<file path="config.mk">
export PLATFORM = sky130hd
export DESIGN_NAME = fault_detector
export DESIGN_NICKNAME = d
export VERILOG_FILES = /design/src/rtl/fault_pkg.sv /design/src/rtl/fault_detector_stuck_at_monitor.sv /design/src/rtl/fault_detector.sv
export SDC_FILE = /design/constraint.sdc
export NUM_CORES = 1
export LEC_CHECK = 0
export ABC_AREA = 1
export ABC_CLOCK_PERIOD_IN_PS = 2200
export CAP_MARGIN = 30
export CORE_UTILIZATION = 45
export CTS_BUF_LIST = sky130_fd_sc_hd__clkbuf_2
export CTS_CLUSTER_SIZE = 25
export DETAILED_ROUTE_END_ITERATION = 8
export GPL_TIMING_DRIVEN = 1
export PLACE_DENSITY = 0.77
export SYNTH_ARGS = -nofsm -noshare
export SYNTH_HDL_FRONTEND = slang
export SYNTH_SLANG_ARGS = --single-unit
</file>
<file path="constraint.sdc">
create_clock -name clk -period 2.2 [get_ports clk]
set_input_delay 0.44 -clock clk [delete_from_list [all_inputs] [get_ports clk]]
set_output_delay 0.44 -clock clk [all_outputs]
set_load 0.02 [all_outputs]
</file>
<file path="src/rtl/fault_pkg.sv">
// Shared definitions for the fault detection front end: FSM encoding,
// RV32I opcode constants and the fault-bit indices used by the classifier.
package fault_pkg;

    typedef enum logic [1:0] {
        MONITOR = 2'd0,
        FLAGGED = 2'd1,
        HOLDOFF = 2'd2
    } fd_state_e;

    localparam logic [6:0] OP_OP     = 7'b0110011;
    localparam logic [6:0] OP_IMM    = 7'b0010011;
    localparam logic [6:0] OP_LOAD   = 7'b0000011;
    localparam logic [6:0] OP_STORE  = 7'b0100011;
    localparam logic [6:0] OP_BRANCH = 7'b1100011;
    localparam logic [6:0] OP_JAL    = 7'b1101111;
    localparam logic [6:0] OP_JALR   = 7'b1100111;
    localparam logic [6:0] OP_LUI    = 7'b0110111;
    localparam logic [6:0] OP_AUIPC  = 7'b0010111;
    localparam logic [6:0] OP_SYSTEM = 7'b1110011;
    localparam logic [6:0] OP_FENCE  = 7'b0001111;

    localparam int FAULT_ILLEGAL = 0;
    localparam int FAULT_INVALID = 1;
    localparam int FAULT_STUCK   = 2;
    localparam int FAULT_W       = 3;

    function automatic logic is_legal_opcode(input logic [6:0] op);
        logic legal;
        case (op)
            OP_OP, OP_IMM, OP_LOAD, OP_STORE, OP_BRANCH, OP_JAL,
            OP_JALR, OP_LUI, OP_AUIPC, OP_SYSTEM, OP_FENCE: legal = 1'b1;
            default:                                       legal = 1'b0;
        endcase
        return legal;
    endfunction

    // Control combinations that no legal decode can produce.
    function automatic logic is_invalid_ctrl(input logic [6:0] op,
                                             input logic       rw,
                                             input logic       mw,
                                             input logic       mr,
                                             input logic       br);
        return (rw & mw) | (mr & mw) | (br & mw) | (br & rw & (op == OP_BRANCH));
    endfunction

endpackage

</file>
<file path="src/rtl/fault_detector_stuck_at_monitor.sv">
// Stuck-at watcher: captures a reference probe value and counts consecutive
// equal comparisons; raises stuck_raw on the comparison that reaches STUCK_LIMIT.
module stuck_at_monitor #(
    parameter int STUCK_LIMIT = 16,
    parameter int CNT_W       = 8
) (
    input  logic        clk,
    input  logic        reset,
    input  logic        track,
    input  logic        clear,
    input  logic [31:0] probe_data,
    output logic        stuck_raw
);
    import fault_pkg::*;

    localparam logic [CNT_W-1:0] LIMIT    = CNT_W'(STUCK_LIMIT);
    localparam logic [CNT_W-1:0] LIMIT_M1 = CNT_W'(STUCK_LIMIT - 1);

    logic             have_ref_q, have_ref_d;
    logic [31:0]      last_probe_q, last_probe_d;
    logic [CNT_W-1:0] run_cnt_q, run_cnt_d;
    logic             equal;

    always_ff @(posedge clk) begin
        if (reset) begin
            have_ref_q   <= 1'b0;
            last_probe_q <= '0;
            run_cnt_q    <= '0;
        end else begin
            have_ref_q   <= have_ref_d;
            last_probe_q <= last_probe_d;
            run_cnt_q    <= run_cnt_d;
        end
    end

    always_comb begin
        equal        = (probe_data == last_probe_q);
        stuck_raw    = track & have_ref_q & equal & (run_cnt_q == LIMIT_M1);
        have_ref_d   = have_ref_q;
        last_probe_d = last_probe_q;
        run_cnt_d    = run_cnt_q;
        if (clear) begin
            have_ref_d = 1'b0;
            run_cnt_d  = '0;
        end else if (track) begin
            if (!have_ref_q) begin
                last_probe_d = probe_data;
                have_ref_d   = 1'b1;
                run_cnt_d    = '0;
            end else if (equal) begin
                if (run_cnt_q < LIMIT) begin
                    run_cnt_d = run_cnt_q + CNT_W'(1);
                end
            end else begin
                run_cnt_d    = '0;
                last_probe_d = probe_data;
            end
        end
    end

endmodule

</file>
<file path="src/rtl/fault_detector.sv">
// Fault detection front end: flags illegal opcodes, bad control bundles and a
// stuck datapath probe. Optional inject port enabled by FAULT_DETECTOR_INJECT_EN.
module fault_detector
    import fault_pkg::*;
#(
    parameter int STUCK_LIMIT    = 16,
    parameter int CNT_W          = 8,
    parameter int HOLDOFF_CYCLES = 4,
    parameter int HOLD_W         = 4
) (
    input  logic        clk,
    input  logic        reset,
    input  logic        instr_valid,
    input  logic [6:0]  opcode,
    input  logic        reg_write,
    input  logic        mem_write,
    input  logic        mem_read,
    input  logic        branch,
    input  logic [31:0] probe_data,
    input  logic        fault_clear,
`ifdef FAULT_DETECTOR_INJECT_EN
    input  logic [2:0]  inject,
`endif
    output logic        illegal_opcode,
    output logic        invalid_control,
    output logic        stuck_at_fault,
    output logic        detector_busy,
    output logic [15:0] fault_count
);

    localparam logic [HOLD_W-1:0] HOLD_LOAD = HOLD_W'(HOLDOFF_CYCLES);

    fd_state_e           state_q, state_d;
    logic [FAULT_W-1:0]  flags_q, flags_d;
    logic [HOLD_W-1:0]   hold_q, hold_d;
    logic [15:0]         count_q, count_d;

    logic                in_monitor;
    logic                stuck_clear;
    logic                stuck_raw;
    logic [FAULT_W-1:0]  raw_hw;
    logic [FAULT_W-1:0]  raw;
    logic                detect;

    assign in_monitor  = (state_q == MONITOR);
    assign stuck_clear = (state_q == FLAGGED) & fault_clear;

    stuck_at_monitor #(
        .STUCK_LIMIT (STUCK_LIMIT),
        .CNT_W       (CNT_W)
    ) u_stuck (
        .clk        (clk),
        .reset      (reset),
        .track      (in_monitor & instr_valid),
        .clear      (stuck_clear),
        .probe_data (probe_data),
        .stuck_raw  (stuck_raw)
    );

    always_comb begin
        raw_hw                = '0;
        raw_hw[FAULT_ILLEGAL] = instr_valid & ~is_legal_opcode(opcode);
        raw_hw[FAULT_INVALID] = instr_valid &
                                is_invalid_ctrl(opcode, reg_write, mem_write, mem_read, branch);
        raw_hw[FAULT_STUCK]   = stuck_raw;
`ifdef FAULT_DETECTOR_INJECT_EN
        raw = in_monitor ? (raw_hw | inject) : '0;
`else
        raw = in_monitor ? raw_hw : '0;
`endif
        detect = |raw;
    end

    // State register
    always_ff @(posedge clk) begin
        if (reset) begin
            state_q <= MONITOR;
            flags_q <= '0;
            hold_q  <= '0;
            count_q <= '0;
        end else begin
            state_q <= state_d;
            flags_q <= flags_d;
            hold_q  <= hold_d;
            count_q <= count_d;
        end
    end

    // Next-state logic
    always_comb begin
        state_d = state_q;
        flags_d = flags_q;
        hold_d  = hold_q;
        count_d = count_q;
        case (state_q)
            MONITOR: begin
                if (detect) begin
                    state_d = FLAGGED;
                    flags_d = raw;
                    count_d = (count_q == 16'hFFFF) ? count_q : count_q + 16'd1;
                end
            end
            FLAGGED: begin
                if (fault_clear) begin
                    flags_d = '0;
                    hold_d  = HOLD_LOAD;
                    state_d = (HOLDOFF_CYCLES == 0) ? MONITOR : HOLDOFF;
                end
            end
            HOLDOFF: begin
                hold_d = hold_q - HOLD_W'(1);
                if (hold_q <= HOLD_W'(1)) begin
                    state_d = MONITOR;
                end
            end
            default: begin
                state_d = MONITOR;
            end
        endcase
    end

    // Outputs
    always_comb begin
        illegal_opcode  = flags_q[FAULT_ILLEGAL];
        invalid_control = flags_q[FAULT_INVALID];
        stuck_at_fault  = flags_q[FAULT_STUCK];
        detector_busy   = (state_q != MONITOR);
        fault_count     = count_q;
    end

endmodule

</file>
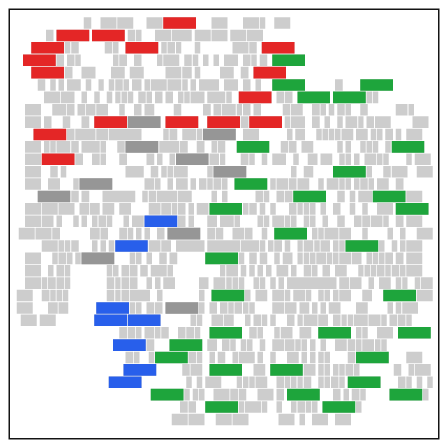
flops_by_reg.png
legend:
  u_stuck.last_probe_q:
    color: green
    placed_flops: 32
  u_stuck.run_cnt_q:
    color: blue
    placed_flops: 8
  fault_count:
    color: red
    placed_flops: 16
not colored: 10

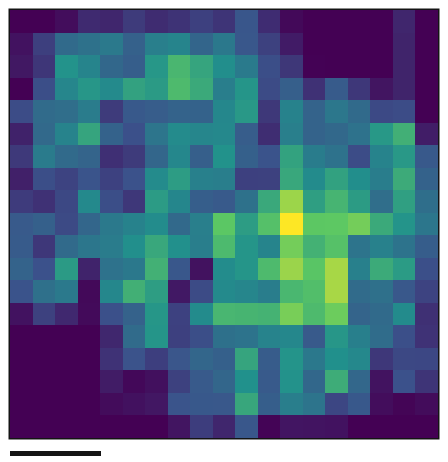
metal_density.png
Scale bar: 20 um. 19 x 19 tiles, from dark purple (low) to yellow (high), scaled to the fullest tile. Values are wire area over tile area, all layers added.
nearly empty tiles: 14%
tiles over half the peak: 20%
mean over tiles: 0.18

==> impl_metrics.ini <==
; flow metrics
[status]
status = finished, final reports clean

[run]
warnings = 27
drv_cap = 0

[final_layout]
clkCellAreaFrac_pct = 2.176
sh_comb_area_pct = 39.58
n_fill_cell = 778
clock_buffers = 11
final_cell_area_um2 = 5061
drive_gt1_share_pct = 13.52
regArea_um2 = 1321
area_growth_pct = 32.93
buf_share_pct = 21.76
largest_class = logic gates
fin_nets = 756
seq_cells = 66
nonClockBufferCount = 121
diodes = 0
lay_top_cells = nand2_1, inv_1, dfxtp_1
fin_util_pct = 61.60
comb_area_um2 = 2003
logic_gates = 402
lay_top_count = nand2_1
inverters_excl_clock = 105

[setup_path]
cp_max_fo = 5
worstSetupPathType = flop to output pin
cp.buffers_inverters = 1
slowest_stage = clkdlybuf4s50_1
required_ps = 1760
r2r-start = fault_count[0]
cp-end-kind = output pin
critPathMaxStageDelay_ps = 640
startpoint_type = flop
critPathTopFamily = buffers and inverters
crit_chain = clkdlybuf4s50_1
worstPathArrival_ps = 1620
setup.worst_path.start = fault_count[14]

[worst_hold_path]
worstHoldStart = u_stuck.run_cnt_q[6]
min_path_type = flop to flop

[clock_tree]
cts.clk_slew.worst_paths_ps = 190
cts.sinks = 66
cts_made_buffers = 9
holdBufCountCts = 0
clock_path_buffers = 2
htree_levels = 3
root_buffer = clkbuf_2
post_cts_buffers = 0
cts-resized-gates = 0
insertion_delay_ps = 510
cts_tree = yes

[logic_synthesis]
fp_nets = 639
ys_ff = 66
postSynthSeqShare_pct = 34.70
yosysCellCount = 588
synthesis.area_um2 = 3807
ys_warn_count = 0
synthesis.instances = 588
synth.distinct_cells = 35
yosys_area_um2 = 3807
syn_area_per_cell_um2 = 6.475

[place]
pre_cts_slack_ps = -244.0
dpl.hpwl_um = 7444
place_congestion = 0.8817
dpl_cell_area_um2 = 4943
io_buffers = 66
dp_cells = 799

[final_timing]
fin_tns_setup_ps = 0
post-route-min-period_ps = 2056
slew-limit-headroom_pct = 68.95
finClkSkew_ps = 23.70
hold_ws_ps = 464.9
worst_pin_slew_ps = 464.6
slew_violations = 0
fmax_ghz = 0.4864
setup-violations-final = 0
finalHoldViolations = 0
finalClockPeriodUsage_pct = 93.44
setup_slack_ps = 144.2
rsz0062_at_grt = no

[route]
drt_iter0_drc = 150
wl_met3_um = 398
highest_layer = met4
drcViolationCount = 0
met2_length_um = 4742
wl_per_cell_um = 12.16
wl_um = 9910
firstDrtPassIters = 5
wirelength_met1_um = 4579
antenna_left = 0
vias = 4034
vias_per_cell = 4.950

[power]
vdd_ir_drop_max_v = 0.0002684
power_leakage_nw = 2.305
p_per_area_nw_per_um2 = 553.5
power_mw = 2.801

[grt]
grt_usage_pct = 23.59
grt_max_degree = 42
antenna_found_initial = 0
first_global_vias = 3813
grt_pass1_wl_um = 16460
grt_overflow = 0

[floorplanning]
core-area_um2 = 8217
die_area_um2 = 8833
die_h_um = 93.99
die_w_um = 93.99
pin_count = 67
fp_util_pct = 46.34
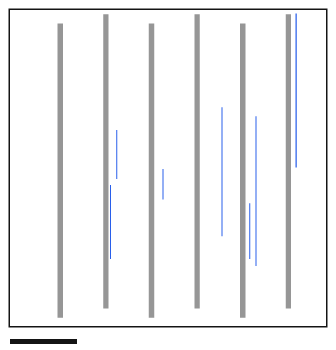
layer_met4.png
Scale bar: 20 um. Supply wires on this layer in gray.
nets with wire on the layer: 6
longest straight run: 45.6 um
wire length on this layer: 189 um
share of all routed wire: 1.9%

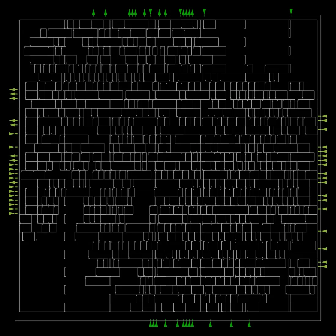
placement.png
FP Rows: 33
Tap Cells: 105
post-route insts no fill: 815
flop share of the area: 26.11%

cells in the mapped netlist (all sizes together):
master / count / area share [%]
a21oi: 56 / 7.4
a221oi: 1 / 0.23
and2: 2 / 0.33
buf: 9 / 1.9
clkbuf: 6 / 0.59
dfxtp: 66 / 35
ha: 4 / 1.3
inv: 105 / 10
nand2: 148 / 15
nand3: 42 / 6.0
nand4: 18 / 3.0
nor2: 55 / 6.1
nor3: 9 / 1.4
nor4: 3 / 0.66
o2111ai: 1 / 0.23
o211ai: 1 / 0.20
o21ai: 38 / 5.0
o31ai: 1 / 0.20
or2: 3 / 0.49
xnor2: 11 / 2.5
xor2: 9 / 2.1
path summary, 6_finish.rpt:
check,to,slack (ps),depth (start not counted)
max reg2reg,fault_count[2],200,9
min reg2reg,u_stuck.run_cnt_q[6],460,2
min,u_stuck.run_cnt_q[6],460,2
max,fault_count[14],140,1
per-layer routing:
| layer | GRT usage, % | vias to the layer above |
|---|---|---|
| met3 | 3.479 | 17 |
| met5 | 0 | - |
| met4 | 9.615 | 0 |
| met2 | 41.18 | 80 |
| li1 | - | 2097 |
| met1 | 28.83 | 1840 |
power breakdown:
part           switching (mW)  internal [mW]  total (mW)
combinational           0.405          0.349       0.753
sequential             0.0485           1.28        1.32
clock                   0.455          0.268       0.723
total                   0.908           1.89        2.80
cell families (layout without fill, tap and decap cells):
kind of cell,count (synthesis),count (layout),share of synthesized area (%)
AND/OR/NAND/NOR,280,280,33.36
buffers and inverters,120,242,12.82
AND-OR/OR-AND,98,98,13.21
flip-flops,66,66,34.70
XOR/XNOR,20,20,4.601
adder cells (fa/ha/maj),4,4,1.315
state kept, by name, indices dropped and copies added (netlist names):
name                  cells
fault_count              16
flags_q                   3
hold_q                    4
state_q                   2
u_stuck.have_ref_q        1
u_stuck.last_probe_q     32
u_stuck.run_cnt_q         8
Power and IR drop assume default switching activity.
